## src/rtl/cpu_ifetch_queue.sv

```systemverilog
// cpu_ifetch_queue: instruction fetch unit with a multi-line prefetch queue.
// Requests whole cache lines ahead of decode and buffers up to LINE_BUFS lines.
// It presents one instruction per cycle through a valid/ready handshake.
// A redirect flushes the queue and discards any in-flight stale line.
//
// Ports:
//   i_clk, i_reset             clock, asynchronous active-high reset
//   i_redirect, i_redirect_pc  load a new fetch PC (highest priority)
//   o_valid, i_ready           decode handshake
//   o_pc, o_instruction        presented instruction and its PC
//   o_cache_valid, o_cache_addr, i_cache_ready   line read request
//   i_cache_rvalid, i_cache_rdata                line read response
module cpu_ifetch_queue #(
  parameter int unsigned LINE_WORDS = 4,
  parameter int unsigned LINE_BUFS  = 2,
  parameter logic [31:0] RESET_PC   = 32'h0000_0000
) (
  input  logic                      i_clk,
  input  logic                      i_reset,
  input  logic                      i_redirect,
  input  logic [31:0]               i_redirect_pc,
  output logic                      o_valid,
  input  logic                      i_ready,
  output logic [31:0]               o_pc,
  output logic [31:0]               o_instruction,
  output logic                      o_cache_valid,
  output logic [31:0]               o_cache_addr,
  input  logic                      i_cache_ready,
  input  logic                      i_cache_rvalid,
  input  logic [32*LINE_WORDS-1:0]  i_cache_rdata
);

  localparam int unsigned OFF_W      = $clog2(LINE_WORDS);
  localparam int unsigned LSB_W      = OFF_W + 2;
  localparam int unsigned PTR_W      = (LINE_BUFS > 1) ? $clog2(LINE_BUFS) : 1;
  localparam int unsigned CNT_W      = $clog2(LINE_BUFS + 1);
  localparam logic [31:0] LINE_BYTES = 32'(4 * LINE_WORDS);
  localparam logic [31:0] BASE_MASK  = ~(LINE_BYTES - 32'd1);

  typedef enum logic [1:0] {
    S_IDLE = 2'd0,
    S_WAIT = 2'd1,
    S_DROP = 2'd2
  } state_t;

  state_t                  r_state;
  state_t                  w_state_nxt;
  logic [31:0]             r_fp;
  logic [31:0]             r_req_base;
  logic [31:0]             r_pend_pc;
  logic [OFF_W-1:0]        r_off;
  logic [PTR_W-1:0]        r_head;
  logic [PTR_W-1:0]        r_tail;
  logic [CNT_W-1:0]        r_count;
  logic [31:0]             r_base [LINE_BUFS];
  logic [32*LINE_WORDS-1:0] r_data [LINE_BUFS];

  logic                    w_full;
  logic                    w_accept;
  logic                    w_consume;
  logic                    w_pop;
  logic                    w_push;
  logic [32*LINE_WORDS-1:0] w_head_line;

  function automatic logic [PTR_W-1:0] ptr_inc(input logic [PTR_W-1:0] p);
    return (p == PTR_W'(LINE_BUFS - 1)) ? '0 : p + PTR_W'(1);
  endfunction

  // Request only with a free slot so every response has room to land.
  assign w_full        = (r_count == CNT_W'(LINE_BUFS));
  assign o_cache_valid = (r_state == S_IDLE) && !w_full && !i_reset;
  assign o_cache_addr  = r_fp;
  assign w_accept      = o_cache_valid && i_cache_ready;

  // Presentation from registered state only.
  assign w_head_line   = r_data[r_head];
  assign o_valid       = (r_count != '0);
  assign o_instruction = o_valid ? w_head_line[{r_off, 5'b0} +: 32] : 32'd0;
  assign o_pc          = o_valid ? (r_base[r_head] | 32'({r_off, 2'b00})) : r_pend_pc;

  assign w_consume = o_valid && i_ready && !i_redirect;
  assign w_pop     = w_consume && (r_off == OFF_W'(LINE_WORDS - 1));
  assign w_push    = (r_state == S_WAIT) && i_cache_rvalid && !i_redirect;

  // Request FSM state register.
  always_ff @(posedge i_clk or posedge i_reset) begin
    if (i_reset) r_state <= S_IDLE;
    else         r_state <= w_state_nxt;
  end

  // Request FSM next state; a redirect turns any accepted request stale.
  always_comb begin
    w_state_nxt = r_state;
    unique case (r_state)
      S_IDLE: begin
        if (i_redirect)    w_state_nxt = w_accept ? S_DROP : S_IDLE;
        else if (w_accept) w_state_nxt = S_WAIT;
      end
      S_WAIT: begin
        if (i_cache_rvalid)  w_state_nxt = S_IDLE;
        else if (i_redirect) w_state_nxt = S_DROP;
      end
      S_DROP: begin
        if (i_cache_rvalid) w_state_nxt = S_IDLE;
      end
      default: w_state_nxt = S_IDLE;
    endcase
  end

  // Fetch pointer, queue pointers, occupancy and head word offset.
  always_ff @(posedge i_clk or posedge i_reset) begin
    if (i_reset) begin
      r_fp       <= RESET_PC & BASE_MASK;
      r_req_base <= 32'd0;
      r_pend_pc  <= {RESET_PC[31:2], 2'b00};
      r_off      <= RESET_PC[LSB_W-1:2];
      r_head     <= '0;
      r_tail     <= '0;
      r_count    <= '0;
    end else if (i_redirect) begin
      // Start offset is held in r_off: the queue is empty, so the first
      // pushed line becomes head and nothing consumes before it arrives.
      r_fp      <= i_redirect_pc & BASE_MASK;
      r_pend_pc <= {i_redirect_pc[31:2], 2'b00};
      r_off     <= i_redirect_pc[LSB_W-1:2];
      r_head    <= '0;
      r_tail    <= '0;
      r_count   <= '0;
    end else begin
      if (w_accept) begin
        r_fp       <= r_fp + LINE_BYTES;
        r_req_base <= r_fp;
      end
      if (w_push) r_tail <= ptr_inc(r_tail);
      if (w_pop)  r_head <= ptr_inc(r_head);
      if (w_consume) r_off <= w_pop ? '0 : r_off + OFF_W'(1);
      if (w_push && !w_pop)      r_count <= r_count + CNT_W'(1);
      else if (w_pop && !w_push) r_count <= r_count - CNT_W'(1);
    end
  end

  // Line storage; contents are qualified by occupancy so no reset is needed.
  always_ff @(posedge i_clk) begin
    if (w_push) begin
      r_base[r_tail] <= r_req_base;
      r_data[r_tail] <= i_cache_rdata;
    end
  end

endmodule

```

## config.mk

```make
export PLATFORM = sky130hd
export DESIGN_NAME = cpu_ifetch_queue
export DESIGN_NICKNAME = d
export VERILOG_FILES = /design/src/rtl/cpu_ifetch_queue.sv
export SDC_FILE = /design/constraint.sdc
export NUM_CORES = 1
export LEC_CHECK = 0
export CAP_MARGIN = 0
export CORE_AREA = 2 2 178 180
export DETAILED_ROUTE_END_ITERATION = 12
export DIE_AREA = 0 0 180 182
export GPL_TIMING_DRIVEN = 0
export PLACE_DENSITY = 0.77
export SETUP_SLACK_MARGIN = 0.4
export SLEW_MARGIN = 20
export SYNTH_ARGS = -nofsm -noshare
export SYNTH_HDL_FRONTEND = slang
export SYNTH_SLANG_ARGS = --single-unit
```

## constraint.sdc

```tcl
create_clock -name i_clk -period 13.19 [get_ports i_clk]
set_input_delay 3.2975 -clock i_clk [delete_from_list [all_inputs] [get_ports i_clk]]
set_output_delay 3.2975 -clock i_clk [all_outputs]
set_load 0.02 [all_outputs]
```

==> results.sh <==
# yosys + openroad results
export IMPL_p_sw_w=0.000642
export IMPL_final_area_mm2=0.0208
export IMPL_place_detailed_hpwl_um=25600
export IMPL_hold_class="reg2reg"
export IMPL_largest_register="r_data"
export IMPL_core_rowCount=65
export IMPL_num_vias=9389
export IMPL_ys_ff=406
export IMPL_clock_sinks=406
export IMPL_drt_iter0_markers=756
export IMPL_seq_power_w=0.00149
export IMPL_insertion_delay_ns=0.52
export IMPL_powerClk_w=0.00109
export IMPL_synthArstFlopShare_pct=23.2
export IMPL_seq_cell_count=406
export IMPL_largest_register_ffs=256
export IMPL_grt_use_met3_pct=6.06
export IMPL_largestPowerGroup="registers"
export IMPL_status="complete, no violations"
export IMPL_hold_buffers=0
export IMPL_yosysWarnings=0
export IMPL_lay_top_cells="312 x edfxtp_1, 254 x clkdlybuf4s50_1, 94 x dfrtp_1, 82 x o21ai_0, 68 x nand2_1"
export IMPL_yosysTopAreaCellShare_pct=57.8
export IMPL_synthXorXnorAreaFrac_pct=1.51
export IMPL_top_cells_by_area="edfxtp_1 58%, dfrtp_1 15%, mux4_2 8.9%"
export IMPL_ys_chip_area_mm2=0.0162
export IMPL_grt_pass1_wl_um=56700
export IMPL_drt_wl_total_um=36900
final timing paths:
kind	startpoint	end
hold reg to reg	r_req_base[24]$_DFFE_PP0P_	r_base[1][24]$_DFFE_PP_
hold / removal	r_req_base[24]$_DFFE_PP0P_	r_base[1][24]$_DFFE_PP_
min in group asynchronous	i_reset	o_cache_addr[6]$_DFFE_PP0P_
setup / recovery	i_reset	o_cache_valid
max in group asynchronous	i_reset	o_cache_addr[24]$_DFFE_PP0P_
setup reg to reg	o_cache_addr[4]$_DFFE_PP0P_	o_cache_addr[30]$_DFFE_PP0P_
critical path: cells and delay by family:
| kind | cells | cell delay (ns) |
|---|---|---|
| buffers and inverters | 4 | 1.44 |
| and+or+nand+nor | 1 | 0.44 |
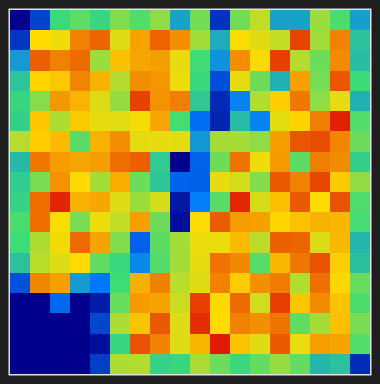
(cell area per tile)
Scale: 2 px per um. The die is cut into 18 by 18 equal tiles; dark blue is low, red is high, 0 to 100% covered.
mean over tiles: 62%
nearly empty tiles: 5.2%
tiles over 75% full: 40%
fullest tile: 97%
emptiest ninth of the die: lower left
Pre-Place Util: 52.3%
core area: 0.0310 mm^2

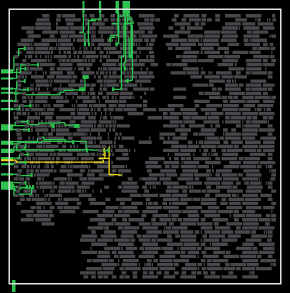
(nets reached from selected ports)
Scale: 1.5 px per um.
[green] i_redirect_pc | bits: 32 | direction: input | edge: 21 left, 9 top, 2 bottom | end cells: 32 | buffers: 30 | wire: 811 um
[yellow] o_valid | bits: 1 | direction: output | edge: left | end cells: 1 | buffers: 1 | wire: 105 um
num ports: 264
input/output buffers: 254

